===== src/rtl/ir_queue.sv =====
// ir_queue: prefetch FIFO feeding a decode (instruction) register.
// Words from RAM are buffered in a DEPTH-entry circular queue via a
// valid/ready handshake, then moved into the decode register on IR_Load.
// Optional feature macro: IR_PARITY_EN (per-entry even parity, sticky error).
module ir_queue #(
    parameter int OPCODE_WIDTH = 3,
    parameter int ADDR_WIDTH   = 6,
    parameter int DEPTH        = 4,
    localparam int INST_WIDTH  = OPCODE_WIDTH + 3 * ADDR_WIDTH,
    localparam int CNT_W       = $clog2(DEPTH + 1),
    localparam int PTR_W       = $clog2(DEPTH)
) (
    input  logic                    Clk,
    input  logic                    Rst_n,
    input  logic                    Flush,
    input  logic [INST_WIDTH-1:0]   Ram_Inst_Out,
    input  logic                    Ram_Valid,
    output logic                    Ram_Ready,
    input  logic                    IR_Load,
    output logic                    IR_Valid,
    output logic [OPCODE_WIDTH-1:0] Opcode,
    output logic [ADDR_WIDTH-1:0]   Source_Reg1,
    output logic [ADDR_WIDTH-1:0]   Source_Reg2,
    output logic [ADDR_WIDTH-1:0]   Dest_Reg,
    output logic [CNT_W-1:0]        Count,
    output logic                    Full,
    output logic                    Empty
`ifdef IR_PARITY_EN
    ,
    input  logic                    Ram_Parity,
    output logic                    Parity_Err
`endif
);

    // Handshake: a word transfers from RAM at a rising edge when
    // Ram_Valid && Ram_Ready. Ram_Ready depends only on registered Count,
    // so a pop in the same cycle never frees a slot for a push (no
    // pass-through). Flush drops any transfer in its cycle.

    logic [INST_WIDTH-1:0] mem [DEPTH];
    logic [PTR_W-1:0]      wr_ptr;
    logic [PTR_W-1:0]      rd_ptr;
    logic [INST_WIDTH-1:0] ir;
    logic                  push;
    logic                  pop;

    assign Full      = (Count == CNT_W'(DEPTH));
    assign Empty     = (Count == '0);
    assign Ram_Ready = !Full;

    assign push = Ram_Valid && !Full && !Flush;
    assign pop  = IR_Load && !Empty && !Flush;

    // Decode fields are plain slices of the registered IR.
    assign Opcode      = ir[INST_WIDTH-1 -: OPCODE_WIDTH];
    assign Source_Reg1 = ir[3*ADDR_WIDTH-1 -: ADDR_WIDTH];
    assign Source_Reg2 = ir[2*ADDR_WIDTH-1 -: ADDR_WIDTH];
    assign Dest_Reg    = ir[ADDR_WIDTH-1:0];

    // Queue storage: written on push only; contents are don't-care after reset.
    always_ff @(posedge Clk) begin
        if (push) begin
            mem[wr_ptr] <= Ram_Inst_Out;
        end
    end

    // Pointers and occupancy; pointers wrap naturally at DEPTH (power of two).
    always_ff @(posedge Clk or negedge Rst_n) begin
        if (!Rst_n) begin
            wr_ptr <= '0;
            rd_ptr <= '0;
            Count  <= '0;
        end else if (Flush) begin
            wr_ptr <= '0;
            rd_ptr <= '0;
            Count  <= '0;
        end else begin
            if (push) begin
                wr_ptr <= wr_ptr + PTR_W'(1);
            end
            if (pop) begin
                rd_ptr <= rd_ptr + PTR_W'(1);
            end
            case ({push, pop})
                2'b10:   Count <= Count + CNT_W'(1);
                2'b01:   Count <= Count - CNT_W'(1);
                default: Count <= Count;
            endcase
        end
    end

    // Decode register: loads the head on pop; a load from an empty queue
    // only invalidates, leaving the stale fields in place. Flush keeps fields.
    always_ff @(posedge Clk or negedge Rst_n) begin
        if (!Rst_n) begin
            ir       <= '0;
            IR_Valid <= 1'b0;
        end else if (Flush) begin
            IR_Valid <= 1'b0;
        end else if (IR_Load) begin
            IR_Valid <= !Empty;
            if (!Empty) begin
                ir <= mem[rd_ptr];
            end
        end
    end

`ifdef IR_PARITY_EN
    logic par_mem [DEPTH];

    // Parity storage travels alongside each queued word.
    always_ff @(posedge Clk) begin
        if (push) begin
            par_mem[wr_ptr] <= Ram_Parity;
        end
    end

    // Sticky parity error, checked on each pop; Flush clears with priority.
    always_ff @(posedge Clk or negedge Rst_n) begin
        if (!Rst_n) begin
            Parity_Err <= 1'b0;
        end else if (Flush) begin
            Parity_Err <= 1'b0;
        end else if (pop && ((^mem[rd_ptr]) != par_mem[rd_ptr])) begin
            Parity_Err <= 1'b1;
        end
    end
`endif

endmodule

===== config.mk =====
export PLATFORM = sky130hd
export DESIGN_NAME = ir_queue
export DESIGN_NICKNAME = d
export VERILOG_FILES = /design/src/rtl/ir_queue.sv
export SDC_FILE = /design/constraint.sdc
export NUM_CORES = 1
export LEC_CHECK = 0
export ABC_AREA = 1
export CAP_MARGIN = 0
export CORE_MARGIN = 2
export CORE_UTILIZATION = 35
export DETAILED_ROUTE_END_ITERATION = 8
export SLEW_MARGIN = 20
export SYNTH_ARGS = -nofsm -noshare
export SYNTH_HDL_FRONTEND = slang
export SYNTH_SLANG_ARGS = --single-unit

===== constraint.sdc =====
create_clock -name Clk -period 2.58 [get_ports Clk]
set_input_delay 0.258 -clock Clk [delete_from_list [all_inputs] [get_ports Clk]]
set_output_delay 0.258 -clock Clk [all_outputs]
set_load 0.01 [all_outputs]

### Routing congestion, run 1

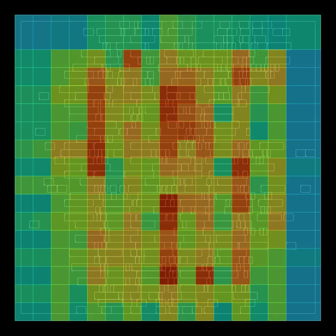
Core Util, Final: 0.461
GRT Resource Usage Total: 0.148
layer with the highest usage: met2

### Nets reached from selected ports, run 1

(4 px per um)
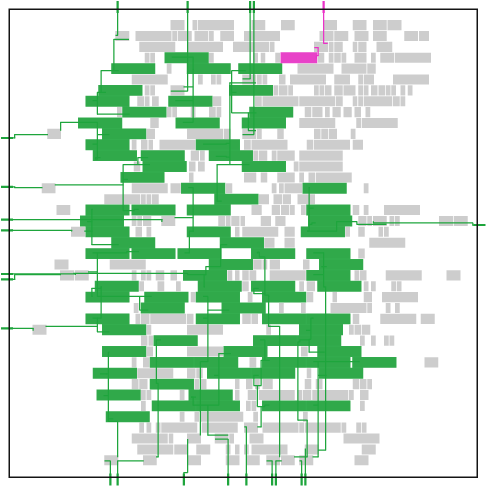
legend:
  `IR_Valid`:
    colour: magenta
    bits: 1
    direction: output
    end_cells: 1
    buffers: 1
    wire: 13.1 um
  `Ram_Inst_Out`:
    colour: green
    bits: 21
    direction: input
    end_cells: 84
    buffers: 21
    wire: 1110 um
# port buffers: 53
IO Pins: 54

### Wire density map, run 1

(3 px per um) 23 x 23 tiles, from white (low) to dark blue (high), scaled to the fullest tile. Values are wire area over tile area, all layers added.
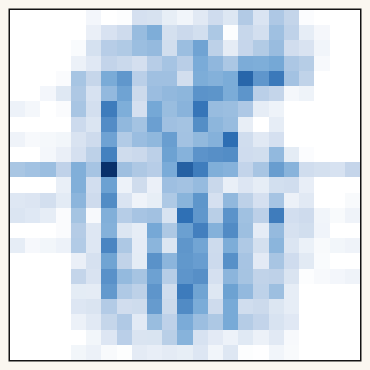
densest ninth of the die: centre
mean over tiles: 0.11
tiles over half the peak: 11%
nearly empty tiles: 26%
fullest tile: 0.48

## run 1: logic make-up (layout without fill, tap and decap cells)
| logic type | Yosys count | in the layout | synth area share |
|---|---|---|---|
| AOI/OAI and AO/OA | 70 | 70 | 0.0856 |
| xor gates and xnor gates | 1 | 1 | 0.00197 |
| adders and majority gates | 5 | 5 | 0.0158 |
| buffers and inverters | 34 | 114 | 0.0363 |
| DFF | 113 | 113 | 0.731 |
| and+or+nand+nor | 138 | 138 | 0.129 |
## run 1: synth_stat cells, drive strengths merged
library cell	number
xnor2	1
dfrtp	29
edfxtp	84
o21ai	45
buf	12
nor2	48
fa	1
ha	4
o22ai	21
inv	17
clkbuf	5
nand3	8
a21oi	4
nand2	82
==> notes.md, run 1 <==
fresh numbers from the pnr run: ANT nets after route=0, Post-CTS Resized=0, Final Hold Fails=0, Slew headroom=0.529, Design Area, Final=5770 um2, worst-skew pair later-pin latency=0.40 ns, Sequential cell area=3250 um2, origin of the worst setup path=Count[1]$_DFFE_PN0P_, Seq/total area=0.563, Worst Max-Slew Pin Slew=0.706 ns, Int Power=4.41 mW, Worst Path Arrival=1.72 ns, GR Layer Usage met3=0.0394, FP Rows=41, CTS tree=done, hold_buf cts=0, Synth Register Bits=113, Final Cycle Share=0.767, Clock Network Area Fraction=0.100, post-route insts no fill=613, FF-to-FF End=Count[2]$_DFFE_PN0P_, CP Class=reg -> out, Via density=4.66, Clock group=2.26 mW, switching share of power=0.284, setup repair bufs after CTS=0, clk_buf instances=19, share of cells above drive strength 1=0.127, DP Worst Slack=0.517 ns, dpl cells=581, Max-Cap Viols=0, Yosys top cell by area=edfxtp_1, global route overflow=0, multi-input logic area=1040 um2, die extent in x=117 um, CP Launch Type=register, Data buffer area share=0.108, Required @ worst endpoint=2.32 ns, Clock Pin Slew Worst Setup and Hold Paths=0.05 ns, Hold Crit Class=in -> async, met1 WL=4120 um, Fill cells=1146, worst r2r path cells=13, Final Critical Period=1.98 ns, Die Y=117 um, met2 usage=0.247, CP max FO=4, Critical-path top delay cell=clkdlybuf4s50_1, Non-CTS buffers=65, most instantiated logic cell after routing=edfxtp_1, # Taps=172, largest net degree at the start of global routing=44, Top class by area=flip-flops and latches, Clk pwr share=0.367, Core Footprint=12500 um2, YS chip area=4440 um2, tool warning count=29, routed vias=2859, Yosys top cell area share=0.568, PnR Total Power=6.16 mW, routed len/inst=15.2 um, main area contributors=edfxtp_1 57%, dfrtp_1 16%, nand2_1 6.3%, initial antenna violation count=0, status=finished clean, Yosys Instances=361, largest power group=registers, Post-route DRC=0, Stages on worst setup path=4, DRT Wirelength=9320 um
==> run 1 -> run 2 <==
==> constraint.sdc (replaced) <==
create_clock -name Clk -period 1.77 [get_ports Clk]
set_input_delay 0.177 -clock Clk [delete_from_list [all_inputs] [get_ports Clk]]
set_output_delay 0.177 -clock Clk [all_outputs]
set_load 0.01 [all_outputs]
==> run 2 against run 1 <==
Net effect:
- largest power group is now the clock network
- the flow now finishes with violations (setup timing)
- clock skew grew 0.0038 ns
- clock power grew 68%
- sequential power grew 45%
==> notes.md, run 2 <==
fresh numbers from the pnr run: synthesized area=4440 um2, failing checks=setup timing, YS chip area=4440 um2, GR Layer Usage met3=0.0509, largest power group=the clock network, Design Area, Final=6020 um2, initial antenna violation count=0, die extent in x=117 um, PnR worst setup slack=-0.00781 ns, Post-synth EDFFs=84, CP max stage delay=0.42 ns, Int Power=7.03 mW, global route overflow=0, Worst Path Arrival=2.08 ns, hold_buf cts=0, mux share=0, Yosys top cell by area=edfxtp_1, Post-route DRC=0, Critical-path top delay cell=dfrtp_2, mi-comb count=214, Hold Crit Class=in -> async, # port buffers=53, Core Util, Final=0.481, aoi share=0.0856, switching share of power=0.276, PnR Total Power=9.70 mW, post-route insts no fill=624, Fill cells=1125, clk_buf instances=18, Final Critical Period=1.78 ns, DRT Wirelength=9590 um, dominant kind of combinational cell=simple AND/OR/NAND/NOR gates, Most common reg cell=edfxtp_1, Data buffer area share=0.126, status=complete, but fails checks, Initial DRT Pass Iterations=4, Yosys Instances=361, most instantiated logic cell after routing=edfxtp_1, # Taps=172, CP Launch Type=register, largest net degree at the start of global routing=35, Non-CTS buffers=76, area share of and/or/nand/nor cells after synthesis=0.129, Core Footprint=12500 um2, IO Pins=54, worst-skew pair later-pin latency=0.41 ns, met1 WL=4380 um, tool warning count=30, Clock Pin Slew Worst Setup and Hold Paths=0.05 ns, fin. max-slew vios=0, yosys adder share=0.0158, Slew headroom=0.706, DP Worst Slack=-0.0627 ns, CP max FO=2, CP Class=reg -> reg, Clk pwr share=0.391, Top class by area=flip-flops and latches, origin of the worst setup path=Count[1]$_DFFE_PN0P_, Synth Register Bits=113, met2 usage=0.240, Clock Network Area Fraction=0.111, Max-Cap Viols=0, Sequential cell area=3250 um2, dpl cells=591, CTS tree=done, GRT Resource Usage Total=0.153, combinational share of power=0.249, Required @ worst endpoint=2.07 ns, layer with the highest usage=met2, Post-CTS Resized=4, Via density=4.67, share of cells above drive strength 1=0.173, Top cells excl fill/tap=84 x edfxtp_1, 74 x nand2_1, 50 x clkdlybuf4s50_1, 44 x o21ai_0, 42 x nor2_1, Yosys top cell area share=0.568, Worst Max-Slew Pin Slew=0.441 ns, yosys xor share=0.00197, multi-input logic area=1060 um2, FP Rows=41, Final Hold Fails=0, Post-synth top cells=84 x edfxtp_1, 75 x nand2_1, 46 x nor2_1, # setup viols final=1, Die Y=117 um
[run 2: cell counts after synthesis]
No cell type changed its count.
[run 2: path summary, 6_finish.rpt]
kind / endpoint / slack, ns / cells after the start
worst max register to register: Count[2]$_DFFE_PN0P_ / -0.008 / 13
worst max-delay path: Count[2]$_DFFE_PN0P_ / -0.008 / 13
max in group asynchronous: Count[0]$_DFFE_PN0P_ / 1.26 / 2
worst min register to register: ir[10]$_DFFE_PN0P_ / 0.48 / 2
min in group Clk: mem[3][0]$_DFFE_PP_ / 0.40 / 1
worst min-delay path: ir[3]$_DFFE_PN0P_ / 0.18 / 2
[run 2: critical path: cells and delay by family (launching register included)]
kind	cells	cell delay [ns]
simple gates	9	0.59
flops	1	0.42
buf+inv	2	0.10
fa+ha+maj	1	0.37
xor+xnor	1	0.19
### Wire density map, run 2

(3 px per um) 23 x 23 tiles, from white (low) to dark blue (high), scaled to the fullest tile. Values are wire area over tile area, all layers added.
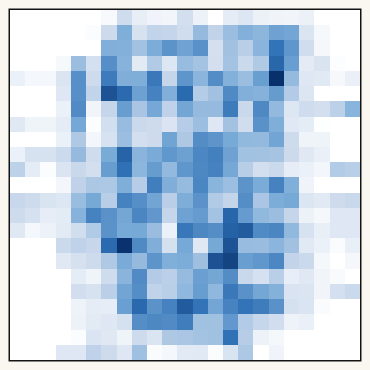
nearly empty tiles: 20%
mean over tiles: 0.11
tiles over half the peak: 23%
fullest tile: 0.39
routed len/inst: 15.4 um
routed vias: 2917

==> run 2 -> run 3 <==
--- a/config.mk
+++ b/config.mk
@@ -8,7 +8,7 @@
 export ABC_AREA = 1
 export CAP_MARGIN = 0
 export CORE_MARGIN = 2
-export CORE_UTILIZATION = 35
+export CORE_UTILIZATION = 40
 export DETAILED_ROUTE_END_ITERATION = 8
 export SLEW_MARGIN = 20
 export SYNTH_ARGS = -nofsm -noshare
==> run 3 against run 2 <==
Net effect:
- largest power group is now registers
- die area shrank 12%
- the flow still finishes with violations (setup timing)
- core utilization grew 6.4 points
- clock power shrank 13%
- area after synthesis is the same
- count of clock-buffer cells in the layout grew 2
- sequential cell count is the same
- first-iteration DRC count grew 15%
- fmax is essentially flat
==> notes.md, run 3 <==
fresh numbers from the pnr run: status=complete, but fails checks, failing checks=setup timing, Top cells excl fill/tap=84 x edfxtp_1, 74 x nand2_1, 48 x clkdlybuf4s50_1, 44 x o21ai_0, 42 x nor2_1, most frequent cell after synthesis=edfxtp_1, CP Class=reg -> reg, Yosys Instances=361, Stages on worst setup path=13, setup repair bufs after CTS=0, Post-route DRC=0, die extent in x=109 um, main area contributors=edfxtp_1 57%, dfrtp_1 16%, nand2_1 6.3%, routed vias=2834, dominant delay contributor by cell family on the critical path=simple AND/OR/NAND/NOR gates, combinational share of power=0.265, origin of the worst setup path=Count[1]$_DFFE_PN0P_, dominant kind of combinational cell=simple AND/OR/NAND/NOR gates, mux share=0, Final Hold Fails=0, Fill cells=922, largest net degree at the start of global routing=44, Sequential cell area=3250 um2, Yosys top cell by area=edfxtp_1, YS chip area=4440 um2, Hold Crit Class=in -> async, multi-input logic area=1060 um2, Post-synth top cells=84 x edfxtp_1, 75 x nand2_1, 46 x nor2_1, yosys adder share=0.0158, Final Cycle Share=1.00, DRT Wirelength=9230 um, CP max FO=2, Worst Path Arrival=2.17 ns, FF-to-FF End=Count[2]$_DFFE_PN0P_, Post-synth EDFFs=84, aoi share=0.0856, Core Footprint=10800 um2, CP max stage delay=0.42 ns, Initial DRT Pass Iterations=5, Clock Pin Slew Worst Setup and Hold Paths=0.05 ns, initial antenna violation count=0, Setup crit end=Count[2]$_DFFE_PN0P_, # port buffers=53, most instantiated logic cell after routing=edfxtp_1, share of cells above drive strength 1=0.171, PnR worst setup slack=-0.00670 ns, fin. max-slew vios=0, met1 WL=4050 um, Final Critical Period=1.78 ns, hold_buf cts=0, Clk pwr share=0.358, # setup viols final=1, Max-Cap Viols=0, tool warning count=30, Worst Max-Slew Pin Slew=0.390 ns, Reg2Reg Setup Slack=-0.007 ns, Int Power=6.61 mW, Yosys top cell area share=0.568, Post-CTS Resized=12, Die Y=109 um, worst-skew pair later-pin latency=0.50 ns, yosys xor share=0.00197, Design Area, Final=5910 um2, IO Pins=54, switching share of power=0.282
run 3: area by class of cell:
type	instances	area share
flip-flops and latches	113	0.550
multi-input cells	214	0.179
repair buffers	75	0.131
clock buffers	20	0.0754
well taps	140	0.0297
clock inverters	11	0.0233
inverters	17	0.0112
run 3: metrics by stage:
stage | instances | power (mW) | hold slack [ns]
after floorplan | 361 | 4.78 | -0.119
after global placement | 558 | 5.92 | 0.464
after detailed placement | 558 | 5.96 | 0.465
after CTS | 589 | 9.28 | 0.0613
after global routing | 590 | 9.76 | 0.0812
final | 590 | 9.21 | 0.0638
run 3: per-layer routing:
metal | up-vias | track usage
met5 | - | 0
met4 | 0 | 0.0597
met3 | 6 | 0.0581
met2 | 79 | 0.269
met1 | 1339 | 0.226
li1 | 1410 | -
### Gate families picked out, run 3

(3 px per um)
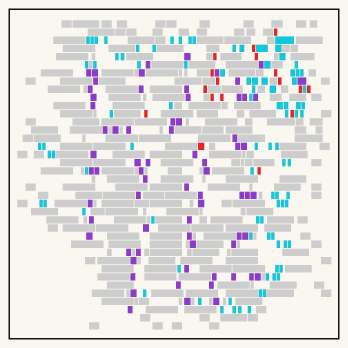
legend:
  aoi and oai cells:
    colour: purple
    cells: 70
  nand cells:
    colour: cyan
    cells: 90
    where: spread over the die
  inv cells:
    colour: red
    cells: 17
    where: upper right


## Gallery

Clock distribution.
(4 px per um)
image #1
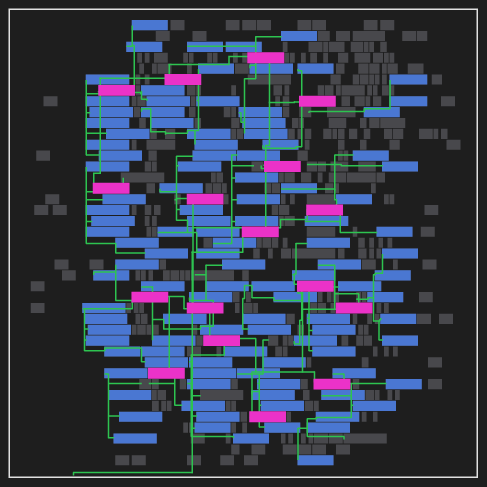
image #2
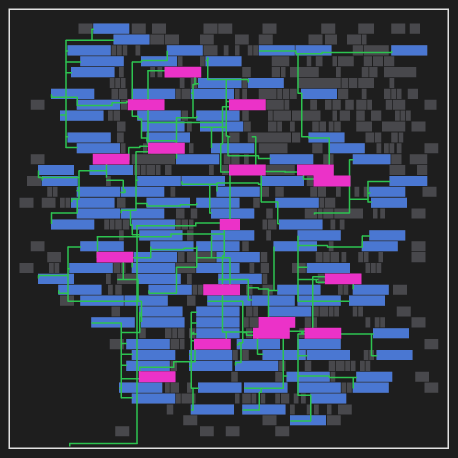
image #1 -> run 2
image #2 -> run 3

Power figures rest on the tool's default switching activity, not on a simulated workload.
